Signal wires by layer:
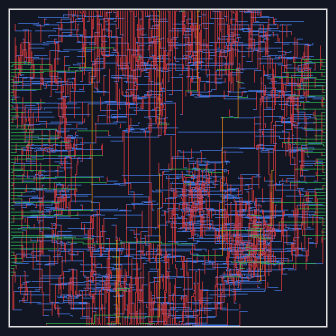
Clock network drawn from the DEF:
Bar = 50 um.
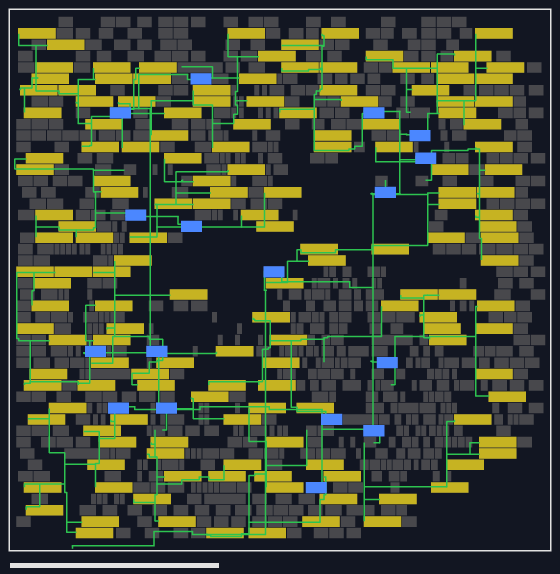
I/O nets highlighted:
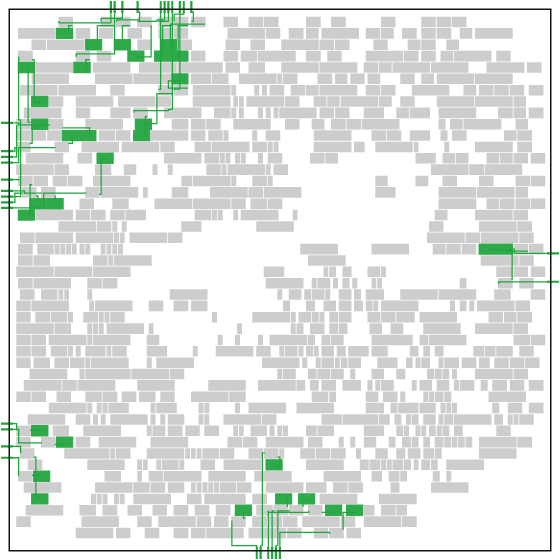
==> src/rtl/axil_lite_master.sv <==
// AXI-lite initiator: single-beat register commands in, AXI-lite transactions out,
// one transaction outstanding, with a per-state wait-cycle timeout for hung responders.

package axi_pkg;
    localparam int unsigned AXI_ADDR_W = 32;
    localparam int unsigned AXI_DATA_W = 32;

    typedef struct packed {
        logic [AXI_ADDR_W-1:0]   awaddr;
        logic                    awvalid;
        logic [AXI_DATA_W-1:0]   wdata;
        logic [AXI_DATA_W/8-1:0] wstrb;
        logic                    wvalid;
        logic                    bready;
        logic [AXI_ADDR_W-1:0]   araddr;
        logic                    arvalid;
        logic                    rready;
    } axi_lite_mosi;

    typedef struct packed {
        logic                  awready;
        logic                  wready;
        logic [1:0]            bresp;
        logic                  bvalid;
        logic                  arready;
        logic [AXI_DATA_W-1:0] rdata;
        logic [1:0]            rresp;
        logic                  rvalid;
    } axi_lite_miso;
endpackage

module axil_lite_master
    import axi_pkg::*;
#(
    parameter int unsigned ADDR_W         = 32,
    parameter int unsigned DATA_W         = 32,
    parameter int unsigned TIMEOUT_CYCLES = 1024
) (
    input  logic                clk,
    input  logic                rst,
    input  logic                cmd_valid,
    output logic                cmd_ready,
    input  logic                cmd_write,
    input  logic [ADDR_W-1:0]   cmd_addr,
    input  logic [DATA_W-1:0]   cmd_wdata,
    input  logic [DATA_W/8-1:0] cmd_wstrb,
    output logic                rsp_valid,
    input  logic                rsp_ready,
    output logic [DATA_W-1:0]   rsp_rdata,
    output logic [1:0]          rsp_resp,
    output logic                rsp_timeout,
    output axi_lite_mosi        axio_o,
    input  axi_lite_miso        axii_i
);

    localparam int unsigned TCNT_W = $clog2(TIMEOUT_CYCLES + 2);

    typedef enum logic [2:0] {
        S_IDLE, S_WRITE, S_WRESP, S_READ_A, S_READ_D, S_RSP
    } state_t;

    state_t r_state, w_state_nxt;

    logic                r_cmd_ready,   w_cmd_ready;
    logic [ADDR_W-1:0]   r_awaddr,      w_awaddr;
    logic                r_awvalid,     w_awvalid;
    logic [DATA_W-1:0]   r_wdata,       w_wdata;
    logic [DATA_W/8-1:0] r_wstrb,       w_wstrb;
    logic                r_wvalid,      w_wvalid;
    logic                r_bready,      w_bready;
    logic [ADDR_W-1:0]   r_araddr,      w_araddr;
    logic                r_arvalid,     w_arvalid;
    logic                r_rready,      w_rready;
    logic                r_rsp_valid,   w_rsp_valid;
    logic [DATA_W-1:0]   r_rsp_rdata,   w_rsp_rdata;
    logic [1:0]          r_rsp_resp,    w_rsp_resp;
    logic                r_rsp_timeout, w_rsp_timeout;
    logic [TCNT_W-1:0]   r_tcnt,        w_tcnt;
    logic                w_busy, w_to_hit;

    // State and all registered outputs
    always_ff @(posedge clk or posedge rst) begin
        if (rst) begin
            r_state       <= S_IDLE;
            r_cmd_ready   <= 1'b0;
            r_awaddr      <= '0;
            r_awvalid     <= 1'b0;
            r_wdata       <= '0;
            r_wstrb       <= '0;
            r_wvalid      <= 1'b0;
            r_bready      <= 1'b0;
            r_araddr      <= '0;
            r_arvalid     <= 1'b0;
            r_rready      <= 1'b0;
            r_rsp_valid   <= 1'b0;
            r_rsp_rdata   <= '0;
            r_rsp_resp    <= '0;
            r_rsp_timeout <= 1'b0;
            r_tcnt        <= '0;
        end else begin
            r_state       <= w_state_nxt;
            r_cmd_ready   <= w_cmd_ready;
            r_awaddr      <= w_awaddr;
            r_awvalid     <= w_awvalid;
            r_wdata       <= w_wdata;
            r_wstrb       <= w_wstrb;
            r_wvalid      <= w_wvalid;
            r_bready      <= w_bready;
            r_araddr      <= w_araddr;
            r_arvalid     <= w_arvalid;
            r_rready      <= w_rready;
            r_rsp_valid   <= w_rsp_valid;
            r_rsp_rdata   <= w_rsp_rdata;
            r_rsp_resp    <= w_rsp_resp;
            r_rsp_timeout <= w_rsp_timeout;
            r_tcnt        <= w_tcnt;
        end
    end

    // Next-state and next-output values; timeout overrides any partial progress
    always_comb begin
        w_state_nxt   = r_state;
        w_awaddr      = r_awaddr;
        w_awvalid     = r_awvalid;
        w_wdata       = r_wdata;
        w_wstrb       = r_wstrb;
        w_wvalid      = r_wvalid;
        w_bready      = r_bready;
        w_araddr      = r_araddr;
        w_arvalid     = r_arvalid;
        w_rready      = r_rready;
        w_rsp_valid   = r_rsp_valid;
        w_rsp_rdata   = r_rsp_rdata;
        w_rsp_resp    = r_rsp_resp;
        w_rsp_timeout = r_rsp_timeout;
        w_busy   = (r_state == S_WRITE) || (r_state == S_WRESP) ||
                   (r_state == S_READ_A) || (r_state == S_READ_D);
        w_to_hit = (TIMEOUT_CYCLES != 0) &&
                   ((32'(r_tcnt) + 32'd1) == 32'(TIMEOUT_CYCLES));

        case (r_state)
            S_IDLE: begin
                if (cmd_valid && r_cmd_ready) begin
                    if (cmd_write) begin
                        w_awaddr    = cmd_addr;
                        w_wdata     = cmd_wdata;
                        w_wstrb     = cmd_wstrb;
                        w_awvalid   = 1'b1;
                        w_wvalid    = 1'b1;
                        w_state_nxt = S_WRITE;
                    end else begin
                        w_araddr    = cmd_addr;
                        w_arvalid   = 1'b1;
                        w_state_nxt = S_READ_A;
                    end
                end
            end
            S_WRITE: begin
                // Each valid still pending is its registered value minus this cycle's ready
                w_awvalid = r_awvalid && !axii_i.awready;
                w_wvalid  = r_wvalid && !axii_i.wready;
                if (!w_awvalid && !w_wvalid) begin
                    w_bready    = 1'b1;
                    w_state_nxt = S_WRESP;
                end
            end
            S_WRESP: begin
                if (axii_i.bvalid) begin
                    w_bready      = 1'b0;
                    w_rsp_valid   = 1'b1;
                    w_rsp_rdata   = '0;
                    w_rsp_resp    = axii_i.bresp;
                    w_rsp_timeout = 1'b0;
                    w_state_nxt   = S_RSP;
                end
            end
            S_READ_A: begin
                if (axii_i.arready) begin
                    w_arvalid   = 1'b0;
                    w_rready    = 1'b1;
                    w_state_nxt = S_READ_D;
                end
            end
            S_READ_D: begin
                if (axii_i.rvalid) begin
                    w_rready      = 1'b0;
                    w_rsp_valid   = 1'b1;
                    w_rsp_rdata   = DATA_W'(axii_i.rdata);
                    w_rsp_resp    = axii_i.rresp;
                    w_rsp_timeout = 1'b0;
                    w_state_nxt   = S_RSP;
                end
            end
            S_RSP: begin
                if (rsp_ready) begin
                    w_rsp_valid = 1'b0;
                    w_state_nxt = S_IDLE;
                end
            end
            default: w_state_nxt = S_IDLE;
        endcase

        // Timeout only fires when this cycle did not complete the state's handshake
        if (w_busy && (w_state_nxt == r_state) && w_to_hit) begin
            w_awvalid     = 1'b0;
            w_wvalid      = 1'b0;
            w_bready      = 1'b0;
            w_arvalid     = 1'b0;
            w_rready      = 1'b0;
            w_rsp_valid   = 1'b1;
            w_rsp_rdata   = '0;
            w_rsp_resp    = 2'h3;
            w_rsp_timeout = 1'b1;
            w_state_nxt   = S_RSP;
        end

        w_cmd_ready = (w_state_nxt == S_IDLE);

        if (w_state_nxt != r_state)
            w_tcnt = '0;
        else if (w_busy && (r_tcnt != '1))
            w_tcnt = r_tcnt + 1'b1;
        else
            w_tcnt = r_tcnt;
    end

    // Pack registered channel signals onto the AXI-lite struct
    always_comb begin
        axio_o         = '0;
        axio_o.awaddr  = AXI_ADDR_W'(r_awaddr);
        axio_o.awvalid = r_awvalid;
        axio_o.wdata   = AXI_DATA_W'(r_wdata);
        axio_o.wstrb   = (AXI_DATA_W/8)'(r_wstrb);
        axio_o.wvalid  = r_wvalid;
        axio_o.bready  = r_bready;
        axio_o.araddr  = AXI_ADDR_W'(r_araddr);
        axio_o.arvalid = r_arvalid;
        axio_o.rready  = r_rready;
    end

    assign cmd_ready   = r_cmd_ready;
    assign rsp_valid   = r_rsp_valid;
    assign rsp_rdata   = r_rsp_rdata;
    assign rsp_resp    = r_rsp_resp;
    assign rsp_timeout = r_rsp_timeout;

endmodule

==> config.mk <==
export PLATFORM = sky130hd
export DESIGN_NAME = axil_lite_master
export DESIGN_NICKNAME = d
export VERILOG_FILES = /design/src/rtl/axil_lite_master.sv
export SDC_FILE = /design/constraint.sdc
export NUM_CORES = 1
export LEC_CHECK = 0
export CAP_MARGIN = 20
export CORE_UTILIZATION = 40
export CTS_BUF_LIST = sky130_fd_sc_hd__clkbuf_4 sky130_fd_sc_hd__clkbuf_8
export CTS_CLUSTER_SIZE = 14
export DETAILED_ROUTE_END_ITERATION = 12
export GPL_TIMING_DRIVEN = 0
export PLACE_DENSITY = 0.74
export SLEW_MARGIN = 20
export SYNTH_ARGS = -nofsm -noshare
export SYNTH_HDL_FRONTEND = slang
export SYNTH_SLANG_ARGS = --single-unit
export TNS_END_PERCENT = 50
==> constraint.sdc <==
create_clock -name clk -period 7.04 [get_ports clk]
set_clock_uncertainty 0.1 [all_clocks]
set_input_delay 1.408 -clock clk [delete_from_list [all_inputs] [get_ports clk]]
set_output_delay 1.408 -clock clk [all_outputs]
set_load 0.01 [all_outputs]
==> flow_results.org <==
* Flow results

** Synthesis
- Count of unique library cells instantiated by Yosys :: 47
- The main area contributors are sky130_fd_sc_hd__dfrtp_1, sky130_fd_sc_hd__mux2_2, sky130_fd_sc_hd__nand2_1.
- Fraction of synthesis flops using an asynchronous set or reset pin :: 100.0%
- Dominant cell by count in the synthesized netlist :: sky130_fd_sc_hd__dfrtp_1
- Top logic family :: multiplexers

** Final timing
- Unrepaired setup endpoints after global routing :: no
- Number of pins with negative max-slew slack in the final report :: 0
- For the pin with the worst max-slew slack, the measured transition is 0.6971 ns.
- Final setup violation count :: 0
- Static timing analysis puts the maximum clock frequency at 271.9 MHz.

** Global routing
- Largest net degree at the start of global routing :: 103
- Total track usage :: 21.32%
- The via count of the first global-routing pass came to 5409.

** Final layout
- Fraction of layout instances using a drive strength above 1 :: 15.28%
- Number of buffers outside the clock class in the layout :: 290
- The final antenna diode tally reported by the flow is 0.
- The layout has 1307 filler cells.
- Per the layout area report, the register area comes to 3904 sq um.
- Dominant logic cell type in the layout :: sky130_fd_sc_hd__clkdlybuf4s50_1
- Multi-Input Combinational :: 346

** Route
- Routed via count :: 5252
- Antenna violation net count after detailed routing :: 0
- Initial drt markers :: 327

** Critical path
- The launch point of the worst register-to-register path is recorded as r_tcnt[0]$_DFFE_PP0P_.
- Worst endpoint required time :: 7.28 ns
- Critical Path Sink Type :: flip-flop
- Startpoint-to-endpoint class of the critical path :: in -> reg
- Capture point of the critical path :: rsp_rdata[11]$_DFFE_PP0P_
- The longest incremental delay of any stage on the critical path is reported as 0.52 ns.

** Outcome
- Status :: completed

** Die
- Standard-cell rows :: 46
- The die is 129.4 um wide.

** Worst hold path
- Number of cells on the worst hold path :: 2

** Clock tree
- Sinks on the clock net :: 156
- The post-CTS hold buffer count recorded in the log is 0.

** Placement
- The placement summary gives the final routability congestion estimate as 0.9118.

** Power
- The completed layout was analyzed and its total power is 4.173 mW.

** Run
- OpenROAD emitted warnings numbering 29.
## Picture notes: 'signal wires by layer'
met1: drawn in blue, wire length 6940 um. met2: drawn in red, wire length 8730 um. met4: drawn in orange, wire length 385 um. met3: drawn in green, wire length 1370 um.

## Picture notes: 'clock network drawn from the DEF'
cells driving clock nets: drawn in blue, count 17. flip-flops: drawn in yellow, count 156. clock wires: drawn in green, length 1940 um.
Position of the flops: widely spread. There are 18 routed clock nets.

## Picture notes: 'I/O nets highlighted'
cmd_wdata: drawn in green, direction input, edge 13 left, 11 top, 6 bottom, 2 right, end cells 32, buffers 32, wire 602 um.
Ports: 256
tally of buffers added on design ports: 255

[power breakdown]
| part | leakage, nW | switching, mW | internal (mW) |
|---|---|---|---|
| Clock | 0.207 | 0.355 | 0.366 |
| Sequential | 1.95 | 0.226 | 1.30 |
| Combinational | 2.12 | 0.814 | 1.11 |
[stage by stage]
step                      setup TNS [ns]  util, %  area [sq um]
final                                  0    61.55          9777
after CTS                              0    61.55          9777
after global placement            -96.12    58.62          9311
after detailed placement               0    58.84          9346
after global routing                   0    61.55          9777
after floorplan                        0        -          6489
[registers in the layout (all words and copies together), names as in the netlist, 2 cells and up]
register	count
r_wstrb	4
r_tcnt	11
rsp_resp	2
rsp_rdata	32
r_awaddr	32
r_araddr	32
r_wdata	32
r_state	3
Power is estimated from default activity; no workload was simulated.
